### config.mk
export PLATFORM = sky130hd
export DESIGN_NAME = lfsr_ctrl
export DESIGN_NICKNAME = d
export VERILOG_FILES = /design/src/rtl/lfsr_ctrl_pkg.sv /design/src/rtl/lfsr_ctrl_sync.sv /design/src/rtl/lfsr_ctrl.sv
export SDC_FILE = /design/constraint.sdc
export NUM_CORES = 1
export LEC_CHECK = 0
export CAP_MARGIN = 20
export CORE_MARGIN = 1
export CORE_UTILIZATION = 45
export CTS_BUF_LIST = sky130_fd_sc_hd__clkbuf_4 sky130_fd_sc_hd__clkbuf_8
export CTS_CLUSTER_DIAMETER = 200
export DETAILED_ROUTE_END_ITERATION = 12
export PLACE_DENSITY = 0.72
export SYNTH_ARGS = -nofsm -noshare
export SYNTH_HDL_FRONTEND = slang
export SYNTH_SLANG_ARGS = --single-unit
### constraint.sdc
create_clock -name clk -period 4.78 [get_ports clk]
set_input_delay 0.478 -clock clk [delete_from_list [all_inputs] [get_ports clk]]
set_output_delay 0.478 -clock clk [all_outputs]
set_load 0.02 [all_outputs]
### src/rtl/lfsr_ctrl_pkg.sv
// Shared opcodes, FSM state type and widths for the LFSR command sequencer.
package lfsr_ctrl_pkg;

    localparam int RATE_W = 8;

    localparam logic [3:0] OP_CLR_ERR   = 4'h0;
    localparam logic [3:0] OP_LOAD_TAPS = 4'h1;
    localparam logic [3:0] OP_LOAD_SEED = 4'h2;
    localparam logic [3:0] OP_SET_RATE  = 4'h3;
    localparam logic [3:0] OP_STEP_ONCE = 4'h4;
    localparam logic [3:0] OP_RUN       = 4'h5;
    localparam logic [3:0] OP_HALT      = 4'h6;

    typedef enum logic [1:0] {
        IDLE,
        COLLECT,
        APPLY
    } state_t;

endpackage

### src/rtl/lfsr_ctrl_sync.sv
// Brings the asynchronous command strobe into the clk domain and flags each rising edge.
module lfsr_ctrl_sync (
    input  logic clk,
    input  logic reset,
    input  logic strobe,
    output logic accept
);

    // Bits [1:0] are the synchroniser; bit [2] remembers the previous synchronised level.
    logic [2:0] sync_q;

    always_ff @(posedge clk) begin
        if (reset) begin
            sync_q <= '0;
        end else begin
            sync_q <= {sync_q[1:0], strobe};
        end
    end

    assign accept = sync_q[1] & ~sync_q[2];

endmodule

### src/rtl/lfsr_ctrl.sv
// Nibble-serial command sequencer: holds LFSR taps/seed and generates load and step pulses.
module lfsr_ctrl
    import lfsr_ctrl_pkg::*;
#(
    parameter int           W            = 16,
    parameter int           PRESCALE     = 1,
    parameter logic [W-1:0] DEFAULT_TAPS = 16'hB400,
    parameter logic [W-1:0] DEFAULT_SEED = 16'h0001
) (
    input  logic         clk,
    input  logic         reset,
    input  logic         cmd_strobe,
    input  logic [3:0]   cmd_data,
    output logic [W-1:0] lfsr_taps,
    output logic [W-1:0] lfsr_seed,
    output logic         lfsr_load,
    output logic         lfsr_step,
    output logic         running,
    output logic         busy,
    output logic         error
);

    localparam int NIBBLES = W / 4;
    localparam int CNT_W   = $clog2(NIBBLES + 1);
    localparam int PRE_W   = (PRESCALE > 1) ? $clog2(PRESCALE) : 1;

    logic              accept;
    state_t            state_q, state_d;
    logic [3:0]        op_q;
    logic [W-1:0]      collect_q;
    logic [CNT_W-1:0]  remain_q;
    logic [RATE_W-1:0] rate_q;
    logic [RATE_W-1:0] rate_cnt_q;
    logic [PRE_W-1:0]  presc_q;

    logic idle_accept, in_apply, do_taps, do_seed, do_rate, set_err;
    logic step_once, start_run, tick, div_fire, div_restart;

    lfsr_ctrl_sync u_sync (
        .clk    (clk),
        .reset  (reset),
        .strobe (cmd_strobe),
        .accept (accept)
    );

    assign busy = (state_q != IDLE);

    // Zero masks/seeds would lock the LFSR, so APPLY rejects them and raises error instead.
    always_comb begin
        idle_accept = accept && (state_q == IDLE);
        in_apply    = (state_q == APPLY);
        do_taps     = in_apply && (op_q == OP_LOAD_TAPS) && (collect_q != '0);
        do_seed     = in_apply && (op_q == OP_LOAD_SEED) && (collect_q != '0);
        do_rate     = in_apply && (op_q == OP_SET_RATE);
        set_err     = (idle_accept && (cmd_data > OP_HALT)) ||
                      (in_apply && ((op_q == OP_LOAD_TAPS) || (op_q == OP_LOAD_SEED)) &&
                       (collect_q == '0));
        step_once   = idle_accept && (cmd_data == OP_STEP_ONCE);
        start_run   = idle_accept && (cmd_data == OP_RUN);
        tick        = (presc_q == PRE_W'(PRESCALE - 1));
        div_fire    = running && tick && (rate_cnt_q == rate_q);
        div_restart = !running || start_run || do_seed || do_rate;

        state_d = state_q;
        case (state_q)
            IDLE: begin
                if (accept && ((cmd_data == OP_LOAD_TAPS) || (cmd_data == OP_LOAD_SEED) ||
                               (cmd_data == OP_SET_RATE))) begin
                    state_d = COLLECT;
                end
            end
            COLLECT: begin
                if (accept && (remain_q == CNT_W'(1))) begin
                    state_d = APPLY;
                end
            end
            APPLY:   state_d = IDLE;
            default: state_d = IDLE;
        endcase
    end

    always_ff @(posedge clk) begin
        if (reset) begin
            state_q    <= IDLE;
            op_q       <= OP_CLR_ERR;
            collect_q  <= '0;
            remain_q   <= '0;
            rate_q     <= '0;
            rate_cnt_q <= '0;
            presc_q    <= '0;
            lfsr_taps  <= DEFAULT_TAPS;
            lfsr_seed  <= DEFAULT_SEED;
            lfsr_load  <= 1'b0;
            lfsr_step  <= 1'b0;
            running    <= 1'b0;
            error      <= 1'b0;
        end else begin
            state_q   <= state_d;
            lfsr_load <= do_seed;
            lfsr_step <= (div_fire || step_once) && !do_seed;

            if (idle_accept) begin
                op_q      <= cmd_data;
                collect_q <= '0;
                remain_q  <= (cmd_data == OP_SET_RATE) ? CNT_W'(2) : CNT_W'(NIBBLES);
            end else if (accept && (state_q == COLLECT)) begin
                collect_q <= {collect_q[W-5:0], cmd_data};
                remain_q  <= remain_q - 1'b1;
            end

            if (do_taps) lfsr_taps <= collect_q;
            if (do_seed) lfsr_seed <= collect_q;
            if (do_rate) rate_q    <= collect_q[RATE_W-1:0];

            if (set_err) begin
                error <= 1'b1;
            end else if (idle_accept && (cmd_data == OP_CLR_ERR)) begin
                error <= 1'b0;
            end

            if (start_run) begin
                running <= 1'b1;
            end else if (idle_accept && (cmd_data == OP_HALT)) begin
                running <= 1'b0;
            end

            // Prescaler ticks feed the rate counter; both sit at zero whenever stepping is idle.
            if (div_restart) begin
                presc_q    <= '0;
                rate_cnt_q <= '0;
            end else if (tick) begin
                presc_q    <= '0;
                rate_cnt_q <= (rate_cnt_q == rate_q) ? '0 : rate_cnt_q + 1'b1;
            end else begin
                presc_q <= presc_q + 1'b1;
            end
        end
    end

endmodule

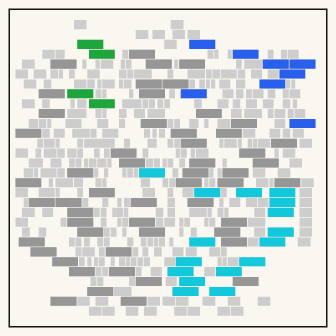
run_1/registers.png
Other sequential cells in the stronger gray, the rest of the logic in the fainter gray.
Key: rate_cnt_q = blue [flops 8, where top right]; op_q = green [flops 4, where top left]; lfsr_seed = cyan [flops 16]
Another 53 sequential cells are not colored.
share of the core filled with cells: 56.74%
sequential fraction of total cell area: 41.61%
power dissipated in sequential cells: 0.000684 W

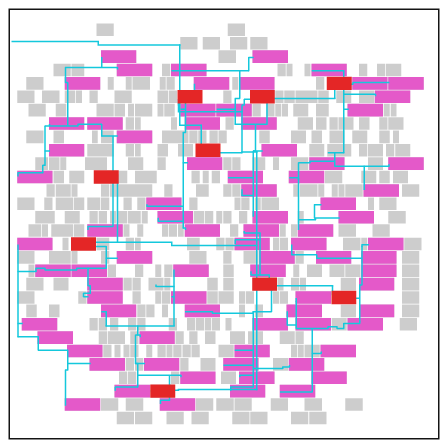
run_1/clock_map.png
Key: flip-flops = magenta [count 81]; cells driving clock nets = red [count 9]; clock wires = cyan [length 904 µm]
There are 10 routed clock nets.
worst-skew pair later-pin latency: 360 ps
P_clk: 0.000453 W
Setup Skew: 8.556 ps
part of the total power dissipated in the clock network: 38.4%

==> flow_summary.json, run 1 <==
{
  "drt-initial-drc-count": 179,
  "sequential_cell_total": 81,
  "globalRouteOverflowTotal": 0,
  "route.detailed.vias_per_inst": 5.480,
  "tally_of_filler_cells_in_the_layout": 625,
  "worstSetupEndpointType": "register",
  "routed_wire_length_per_instance_um": 14.98,
  "grt_max_degree": 28,
  "largest_area_cell": "sky130_fd_sc_hd__dfxtp_1",
  "holdPathEnd": "u_sync.sync_q[1]",
  "max_freq_ghz": 0.4201,
  "yosys-stat-cells": 358,
  "ys_chip_area_um2": 3251,
  "finalHoldViolations": 0,
  "total_half_perimeter_wirelength_after_legalization_and_detailed_placement_mm": 4.997,
  "num_rows": 30,
  "buffers_excl_clock": 44,
  "synthesized_net_count": 368,
  "logic_gate_count": 246,
  "bufAreaShareNonClock_pct": 11.24,
  "setup_viol": 0,
  "cts.sink_count": 81,
  "netlist_area_um2": 3251,
  "endpoint_of_the_lowest_slack_register_to_register_path": "lfsr_seed[3]",
  "clockBufferDepth": 2,
  "worst_hold_slack_ps": 453.2,
  "route.layer.met1.wl_mm": 3.387,
  "detailedPlace.worstSlack_ps": 2411,
  "final_common_cell": "sky130_fd_sc_hd__dfxtp_1",
  "cts_tree": "yes",
  "layout_top_cells_excl_fill_tap": "sky130_fd_sc_hd__dfxtp_1 (81), sky130_fd_sc_hd__clkdlybuf4s50_1 (43), sky130_fd_sc_hd__a21oi_1 (37)",
  "grt_use_met2_pct": 31.85,
  "synth_async_sr_flop_share_pct": 0,
  "outcome": "complete, no violations",
  "enable_flop_cells": 0,
  "power.internal_w": 0.0008980,
  "combinationalPower_w": 0.0000420,
  "final_net_count": 399,
  "die_area_um2": 7567,
  "path_max_fanout": 21,
  "syn_inst": 358,
  "pwr-share-seq_pct": 58.0,
  "final_layout_clock_cell_area_share_pct": 4.623,
  "worst_hold_path_type": "register to register",
  "cts-hold-fix-buffers": 0,
  "synth_xor_xnor_area_share_pct": 4.042,
  "first_pass_iters": 5,
  "detail_route.wirelength_mm": 7.342,
  "clock-root-buffer": "sky130_fd_sc_hd__clkbuf_8",
  "power_top_consumer": "sequential cells",
  "layout-drive-gt1-share_pct": 7.107,
  "r2r_slack_ps": 2400,
  "combGateArea_um2": 1511,
  "post-cts-setup-buffer-count": 0,
  "topCombFamilyByArea": "simple AND/OR/NAND/NOR gates",
  "final_period_minus_worst_setup_slack_ps": 2380,
  "totalNegativeSetupSlack_ps": 0,
  "number_of_global_route_vias_before_repair": 2425,
  "n_all_inverters": 7,
  "layout.clock_buffers": 10,
  "cts_buffers": 9,
  "path_buffers": 0,
  "netSwitchingFraction_pct": 23.86,
  "dr.max_layer_used": "met4",
  "worst-slew-pin-transition_ps": 1050,
  "finalWeightedCongestion": 0.7977,
  "diodes": 0,
  "crit_cells": 4,
  "stage_log_warnings": 27,
  "worst-endpoint-arrival_ps": 2680,
  "gr-max-usage-layer": "met2",
  "power.total_w": 0.001179,
  "critical_path_origin": "collect_q[7]",
  "synth_adder_area_share_pct": 1.155,
  "numSynthFlops": 81,
  "hold_depth": 1,
  "worstPathCellList": "nor4_1, and4_1, o21a_1, a22o_1",
  "most_common_cell": "sky130_fd_sc_hd__dfxtp_1",
  "final-seq-area_um2": 1622,
  "grt_usage_pct": 20.72,
  "grt_first_pass_wirelength_mm": 11.90,
  "worst_slack_ps": 2400,
  "critical_path.slowest_cell": "sky130_fd_sc_hd__and4_1",
  "seq_area_frac_synth_pct": 49.88,
  "postLayoutCellArea_um2": 3897,
  "yosys-top-cells-area": "sky130_fd_sc_hd__dfxtp_1 (50%), sky130_fd_sc_hd__a21oi_1 (5.7%), sky130_fd_sc_hd__nand2_1 (4.2%)",
  "placed_cells": 474,
  "portBuffers": 43,
  "global_route.usage.met3_pct": 5.687,
  "timing.setup.critical_path_class": "register to register",
  "registers_with_the_most_flip_flops": "collect_q x16, lfsr_seed x16, lfsr_taps x16",
  "layout.cells.non_filler": 490,
  "yosys.area_share.simple_pct": 21.56,
  "end_point_of_the_critical_path": "lfsr_seed[3]",
  "final_clock_period_utilization_by_the_worst_path_pct": 49.80,
  "floorplan.core_area_um2": 6869
}
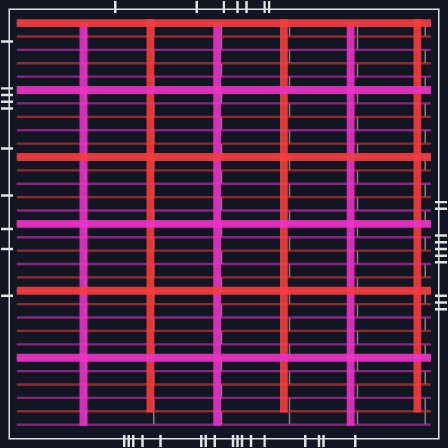
run_1/pdn.png
Pins as bars on the die edge. Tap cells in gray.
Key: VDD = red; VSS = magenta
6 straps on met5. 31 met1 rails follow the rows. 44 signal pins sit on the boundary. The core has 30 rows.
horizontal extent of the die: 86.99 µm
worst vdd ir: 0.0002037 V
y dimension of the die: 86.99 µm

==> run 2, diff against run 1 <==
--- a/config.mk
+++ b/config.mk
@@ -11,7 +11,7 @@
 export CTS_BUF_LIST = sky130_fd_sc_hd__clkbuf_4 sky130_fd_sc_hd__clkbuf_8
 export CTS_CLUSTER_DIAMETER = 200
 export DETAILED_ROUTE_END_ITERATION = 12
-export PLACE_DENSITY = 0.72
+export PLACE_DENSITY = 0.75
 export SYNTH_ARGS = -nofsm -noshare
 export SYNTH_HDL_FRONTEND = slang
 export SYNTH_SLANG_ARGS = --single-unit
==> constraint.sdc (replaced) <==
create_clock -name clk -period 2.1 [get_ports clk]
set_input_delay 0.21 -clock clk [delete_from_list [all_inputs] [get_ports clk]]
set_output_delay 0.21 -clock clk [all_outputs]
set_load 0.02 [all_outputs]
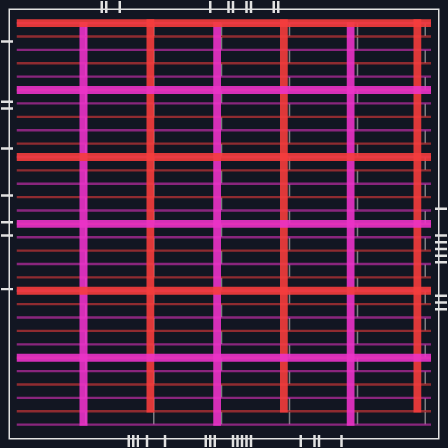
run_2/pdn.png
Pins as bars on the die edge. Tap cells in gray.
Key: VSS = magenta; VDD = red
96 tap cells. 6 straps on met4. 44 signal pins sit on the boundary. 31 met1 rails follow the rows.
worst vdd ir: 0.0005455 V
placeable core region: 6869 µm²

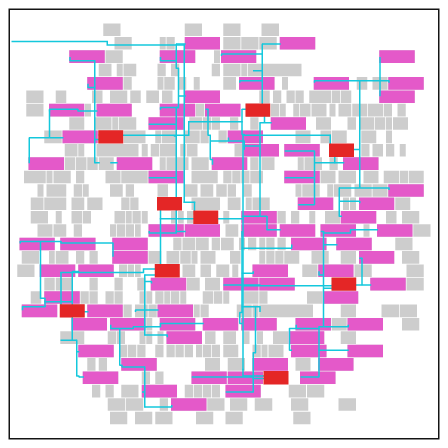
run_2/clock_map.png
Key: cells driving clock nets = red [count 9]; clock wires = cyan [length 930 µm]; flip-flops = magenta [count 81]
There are 10 routed clock nets. Position of the flops: spread over the die.
Setup Skew: 7.495 ps
part of the total power dissipated in the clock network: 43.6%

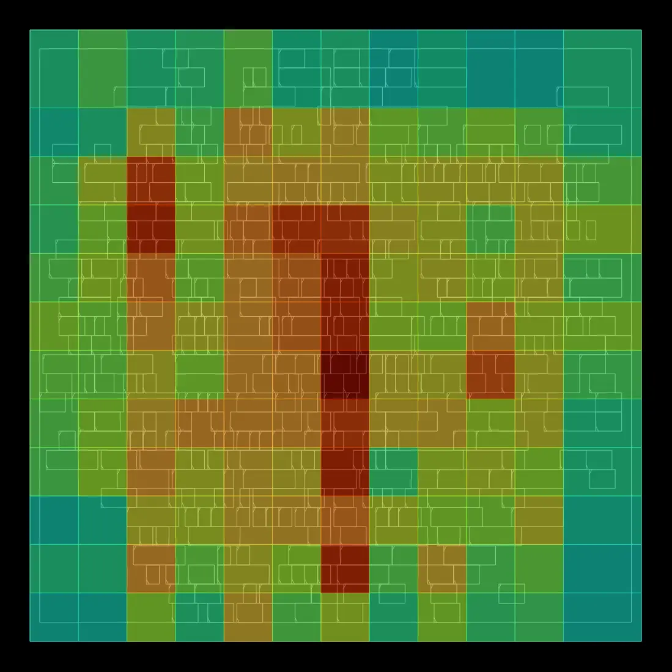
run_2/final_congestion.png
routed wirelength normalized by instance count: 14.97 µm
met1 usage in global routing: 27.66%
global routing met2 resource utilization: 34.57%
layer carrying the most global-route usage: met2
GRT Overall Usage: 21.62%

==> run 2 against run 1 <==
Effect of this change: die size did not move; critical endpoint is now busy; total power is 150% higher; largest power group unchanged; synthesized cell count did not move; highest routed layer unchanged; final area increased by 4.8%; register-to-register slack lost 2300 ps; clock power increased to 2.8 times the previous value; routed wire length increased by 3.6%; combinational power up 140%; via count increased by 2.7%; critical path type is now register to output port; first-iteration DRC count rose by 39%; critical path depth fell by 1; core utilization is 2.8 points higher.
==> flow_summary.json, run 2 <==
{
  "layout.cells.non_filler": 508,
  "combGateArea_um2": 1518,
  "syn_area_per_cell_um2": 9.080,
  "tally_of_filler_cells_in_the_layout": 607,
  "grt_setup_unrepaired": "no",
  "outcome": "complete, no violations",
  "ys_chip_area_um2": 3251,
  "worst-endpoint-arrival_ps": 1740,
  "cts_tree": "yes",
  "endpoint_of_the_lowest_slack_register_to_register_path": "lfsr_seed[5]",
  "n_all_inverters": 7,
  "logic_gate_count": 246,
  "die.size.y_um": 86.99,
  "grt_first_pass_wirelength_mm": 12.30,
  "finalWeightedCongestion": 0.8536,
  "met2WireLength_mm": 3.675,
  "r2r_slack_ps": 150,
  "biggestCellCategory": "registers",
  "route.detailed.vias_per_inst": 5.427,
  "most_common_cell": "sky130_fd_sc_hd__dfxtp_1",
  "portBuffers": 43,
  "critical_path.slowest_cell": "sky130_fd_sc_hd__clkdlybuf4s50_1",
  "cts-hold-fix-buffers": 0,
  "powerClk_w": 0.00128,
  "worstSetupEndpointType": "output port",
  "crit_cells": 3,
  "path_max_fanout": 13,
  "bufAreaShareNonClock_pct": 14.02,
  "totalNegativeSetupSlack_ps": 0,
  "topCombFamilyByArea": "simple AND/OR/NAND/NOR gates",
  "power.total_w": 0.002939,
  "final_layout_clock_cell_area_share_pct": 5.573,
  "clockBufferDepth": 2,
  "stage_log_warnings": 27,
  "largest_area_cell": "sky130_fd_sc_hd__dfxtp_1",
  "finalHoldViolations": 0,
  "path_buffers": 2,
  "layout.clock_buffers": 10,
  "share_of_the_core_filled_with_cells_pct": 59.49,
  "seq_area_frac_synth_pct": 49.88,
  "holdPathEnd": "u_sync.sync_q[0]",
  "worst-slew-pin-transition_ps": 655.7,
  "registers_with_the_most_flip_flops": "collect_q x16, lfsr_seed x16, lfsr_taps x16",
  "final_net_count": 417,
  "post-cts-setup-buffer-count": 0,
  "route.layer.met1.wl_mm": 3.420,
  "timing.setup.critical_path_class": "register to output port",
  "drt-initial-drc-count": 249,
  "sequential_cell_total": 81,
  "final-seq-area_um2": 1622,
  "worst_hold_path_type": "primary input to register",
  "worst_hold_slack_ps": 405.0,
  "detailedPlace.worstSlack_ps": 11.10,
  "seqAreaFraction_pct": 39.68,
  "critical_path_origin": "state_q[0]",
  "synth_xor_xnor_area_share_pct": 4.042,
  "yosys.area_share.simple_pct": 21.56,
  "final_clock_period_utilization_by_the_worst_path_pct": 92.99,
  "met3WireLength_um": 431,
  "total_leakage_power_nw": 1.462,
  "power_dissipated_in_sequential_cells_w": 0.00156,
  "global_route.usage.met3_pct": 7.109,
  "enable_flop_cells": 0,
  "layout-area-overhead-vs-synth_pct": 25.71,
  "setup_viol": 0,
  "diodes": 0,
  "clock-root-buffer": "sky130_fd_sc_hd__clkbuf_8",
  "numSynthFlops": 81,
  "cts_buffers": 9,
  "detail_route.wirelength_mm": 7.606,
  "syn_inst": 358,
  "yosys-top-cells-area": "sky130_fd_sc_hd__dfxtp_1 (50%), sky130_fd_sc_hd__a21oi_1 (5.7%), sky130_fd_sc_hd__nand2_1 (4.2%)",
  "first_pass_iters": 5,
  "die_area_um2": 7567,
  "netlist_area_um2": 3251,
  "final_common_cell": "sky130_fd_sc_hd__dfxtp_1",
  "combinationalPower_w": 0.000102,
  "globalRouteOverflowTotal": 0,
  "worstPathCellList": "buf_4, or2_2, clkdlybuf4s50_1",
  "postLayoutCellArea_um2": 4086,
  "final_period_minus_worst_setup_slack_ps": 1953,
  "total_half_perimeter_wirelength_after_legalization_and_detailed_placement_mm": 5.373,
  "synth_adder_area_share_pct": 1.155,
  "fp.dieW_um": 86.99,
  "clkTransAtPathRegs_ps": 80,
  "power_top_consumer": "sequential cells",
  "synthesized_net_count": 368,
  "placed_cells": 492,
  "grt_max_degree": 30,
  "hold_depth": 2,
  "cts.sink_count": 81,
  "worst_slack_ps": 147.2,
  "power.internal_w": 0.002291,
  "num_rows": 30,
  "synth_async_sr_flop_share_pct": 0,
  "dr.max_layer_used": "met4",
  "layout_top_cells_excl_fill_tap": "sky130_fd_sc_hd__dfxtp_1 (81), sky130_fd_sc_hd__clkdlybuf4s50_1 (43), sky130_fd_sc_hd__a21oi_1 (37)",
  "pwr-share-seq_pct": 52.9,
  "yosys-stat-cells": 358,
  "number_of_global_route_vias_before_repair": 2532,
  "buffers_excl_clock": 62,
  "netSwitchingFraction_pct": 22.08,
  "layout-drive-gt1-share_pct": 11.17,
  "dominant_synthesized_flop_cell": "sky130_fd_sc_hd__dfxtp_1",
  "end_point_of_the_critical_path": "busy",
  "max_freq_ghz": 0.5121,
  "clock_latency_ps": 360
}
==> run 3, diff against run 2 <==
--- a/config.mk
+++ b/config.mk
@@ -12,6 +12,7 @@
 export CTS_CLUSTER_DIAMETER = 200
 export DETAILED_ROUTE_END_ITERATION = 12
 export PLACE_DENSITY = 0.75
+export SETUP_SLACK_MARGIN = 0.3
 export SYNTH_ARGS = -nofsm -noshare
 export SYNTH_HDL_FRONTEND = slang
 export SYNTH_SLANG_ARGS = --single-unit
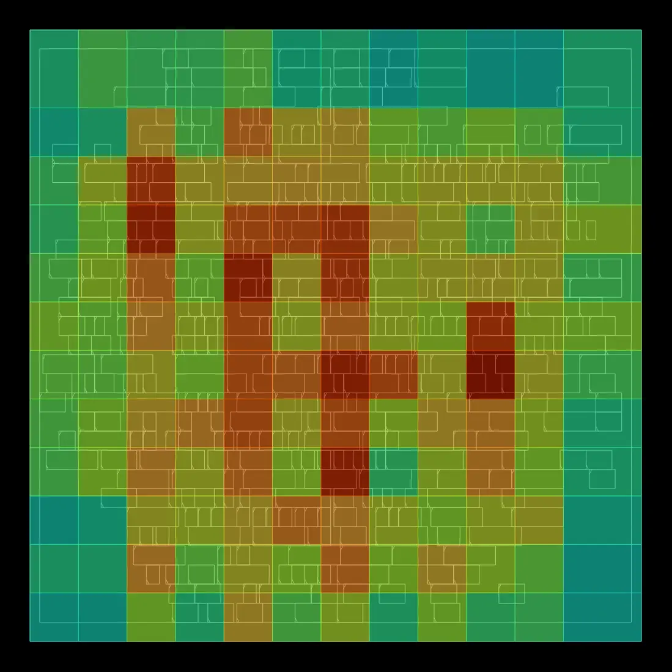
run_3/final_congestion.png
routed wirelength normalized by instance count: 15.29 µm
met3 layer usage reported by global route: 4.929%
global routing met2 resource utilization: 35.22%

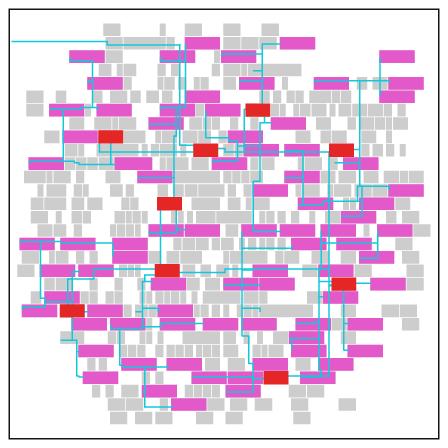
run_3/clock_map.png
Key: cells driving clock nets = red [count 9]; flip-flops = magenta [count 81]; clock wires = cyan [length 930 µm]
Position of the flops: spread over the die. There are 10 routed clock nets.
P_clk: 0.00128 W
Setup Skew: 8.338 ps

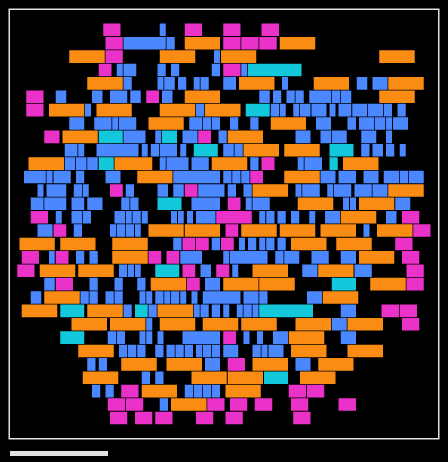
run_3/cell_classes.png
Scale bar: 20 µm.
Key: other buffers and delay cells = magenta [cells 64]; flip-flops = orange [cells 81]; clock drivers and dummy loads = cyan [cells 16]; all other logic = blue [cells 253]
post-route cell area: 4195 µm²
number of cell rows: 30
share of the core filled with cells: 61.07%

==> run 3 against run 2 <==
Effect of this change: sequential share of layout area down 1.0 points; critical path depth rose by 2; largest power group unchanged; routed wire length is 2.5% higher; worst hold slack worse by 0.55 ps; register-to-register slack improved by 200 ps; clock skew rose by 0.84 ps.
==> flow_summary.json, run 3 <==
{
  "sh_comb_area_pct": 38.12,
  "worstSetupEndpointType": "register",
  "power.total_w": 0.002945,
  "combinationalPower_w": 0.000105,
  "met3WireLength_um": 470,
  "combGateArea_um2": 1599,
  "total_half_perimeter_wirelength_after_legalization_and_detailed_placement_mm": 5.373,
  "r2r_slack_ps": 340,
  "holdPathEnd": "u_sync.sync_q[0]",
  "placed_cells": 492,
  "power_top_consumer": "sequential cells",
  "fp.dieW_um": 86.99,
  "pwr-share-seq_pct": 52.9,
  "grt_use_met1_pct": 27.94,
  "most_common_cell": "sky130_fd_sc_hd__dfxtp_1",
  "crit_cells": 5,
  "worst_hold_path_type": "primary input to register",
  "yosysWarningCount": 0,
  "cellPowerDensity_nw_per_um2": 702.1,
  "route.layer.met1.wl_mm": 3.409,
  "yosys.area_share.simple_pct": 21.56,
  "tally_of_filler_cells_in_the_layout": 589,
  "vdd_drop_max_v": 0.0005461,
  "grt_max_degree": 30,
  "critical_path_origin": "collect_q[10]",
  "end_point_of_the_critical_path": "rate_cnt_q[5]",
  "worst-slew-pin-transition_ps": 546.3,
  "stage_log_warnings": 27,
  "layout.clock_buffers": 10,
  "path_buffers": 1,
  "worstPathCellList": "nor4_4, and4_4, buf_4, o2111ai_4, nor3_1",
  "worstHoldStart": "cmd_strobe",
  "path_max_fanout": 8,
  "hold_depth": 2,
  "diodes": 0,
  "finalWeightedCongestion": 0.8536,
  "grt_usage_pct": 21.68,
  "topCombFamilyByArea": "simple AND/OR/NAND/NOR gates",
  "number_of_global_route_vias_before_repair": 2573,
  "ys_chip_area_um2": 3251,
  "final_clock_period_utilization_by_the_worst_path_pct": 83.59,
  "bufAreaShareNonClock_pct": 14.29,
  "portBuffers": 43,
  "die_area_um2": 7567,
  "netlist_area_um2": 3251,
  "netlist_top_cells_count": "sky130_fd_sc_hd__dfxtp_1 (81), sky130_fd_sc_hd__a21oi_1 (37), sky130_fd_sc_hd__nand2_1 (36)",
  "synth_xor_xnor_area_share_pct": 4.042,
  "max_freq_ghz": 0.5697,
  "synth_adder_area_share_pct": 1.155,
  "critical_path.top_delay_family": "simple AND/OR/NAND/NOR gates",
  "outcome": "complete, no violations",
  "worst_slack_ps": 344.6,
  "tap_cells": 96,
  "layout_top_cells_excl_fill_tap": "sky130_fd_sc_hd__dfxtp_1 (80), sky130_fd_sc_hd__clkdlybuf4s50_1 (42), sky130_fd_sc_hd__a21oi_1 (37)",
  "biggestCellCategory": "registers",
  "cts-hold-fix-buffers": 0,
  "clock_latency_ps": 360,
  "dominant_synthesized_flop_cell": "sky130_fd_sc_hd__dfxtp_1",
  "largest_area_cell": "sky130_fd_sc_hd__dfxtp_1",
  "antenna_found_initial": 0,
  "enable_flop_cells": 0,
  "slew_headroom_pct": 63.30,
  "numSynthFlops": 81,
  "synth_async_sr_flop_share_pct": 0,
  "yosys-stat-cells": 358,
  "registers_with_the_most_flip_flops": "collect_q x16, lfsr_seed x16, lfsr_taps x16",
  "final_period_minus_worst_setup_slack_ps": 1755,
  "required_ps": 2370,
  "first_pass_iters": 4,
  "total_leakage_power_nw": 1.513,
  "logic_gate_count": 246,
  "seqAreaFraction_pct": 38.68,
  "worst_hold_slack_ps": 404.5,
  "layout-drive-gt1-share_pct": 13.29,
  "detail_route.wirelength_mm": 7.798,
  "drt-initial-drc-count": 173,
  "final_layout_clock_cell_area_share_pct": 5.428,
  "power_frac_clock_pct": 43.6,
  "reg2reg_depth": 5,
  "yosys-top-cells-area": "sky130_fd_sc_hd__dfxtp_1 (50%), sky130_fd_sc_hd__a21oi_1 (5.7%), sky130_fd_sc_hd__nand2_1 (4.2%)",
  "post-cts-setup-buffer-count": 1,
  "num_io_pins": 44,
  "sequential_cell_total": 81,
  "gr-max-usage-layer": "met2",
  "final_net_count": 419,
  "cts.sink_count": 81,
  "buffers_excl_clock": 64,
  "grt_setup_unrepaired": "no",
  "htree_num_levels": 3,
  "synthesized_net_count": 368,
  "syn_area_per_cell_um2": 9.080,
  "clock-root-buffer": "sky130_fd_sc_hd__clkbuf_8",
  "detailedPlace.worstSlack_ps": 11.10,
  "clockBufferDepth": 2,
  "layout-area-overhead-vs-synth_pct": 29.06,
  "post_dp_cell_area_um2": 3852,
  "drc_errors": 0,
  "timing.rr.start": "collect_q[10]",
  "power.internal_w": 0.002292,
  "netSwitchingFraction_pct": 22.17,
  "final_common_cell": "sky130_fd_sc_hd__dfxtp_1",
  "seq_area_frac_synth_pct": 49.88,
  "dr.max_layer_used": "met4",
  "globalRouteOverflowTotal": 0,
  "totalNegativeSetupSlack_ps": 0,
  "grt_first_pass_wirelength_mm": 12.48,
  "layout.cells.non_filler": 510,
  "final-max-slew-violation-count": 0,
  "route.detailed.vias_per_inst": 5.447,
  "finalHoldViolations": 0,
  "cts_buffers": 9,
  "n_all_inverters": 7,
  "cts_tree": "yes",
  "cap_violations": 0,
  "endpoint_of_the_lowest_slack_register_to_register_path": "rate_cnt_q[5]",
  "met2WireLength_mm": 3.834,
  "power_dissipated_in_sequential_cells_w": 0.00156,
  "setup_viol": 0,
  "power.switching_w": 0.0006530,
  "syn_inst": 358,
  "worst-endpoint-arrival_ps": 2030,
  "die.size.y_um": 86.99,
  "clkTransAtPathRegs_ps": 90,
  "post_cts_resize_count": 5,
  "timing.setup.critical_path_class": "register to register",
  "critical_path.slowest_cell": "sky130_fd_sc_hd__dfxtp_1",
  "final-seq-area_um2": 1623,
  "postRouteAntennaNets": 0,
  "power.share.combinational_pct": 3.6,
  "floorplan.core_area_um2": 6869
}
No activity file was given, so power comes from the tool's default toggle rates.
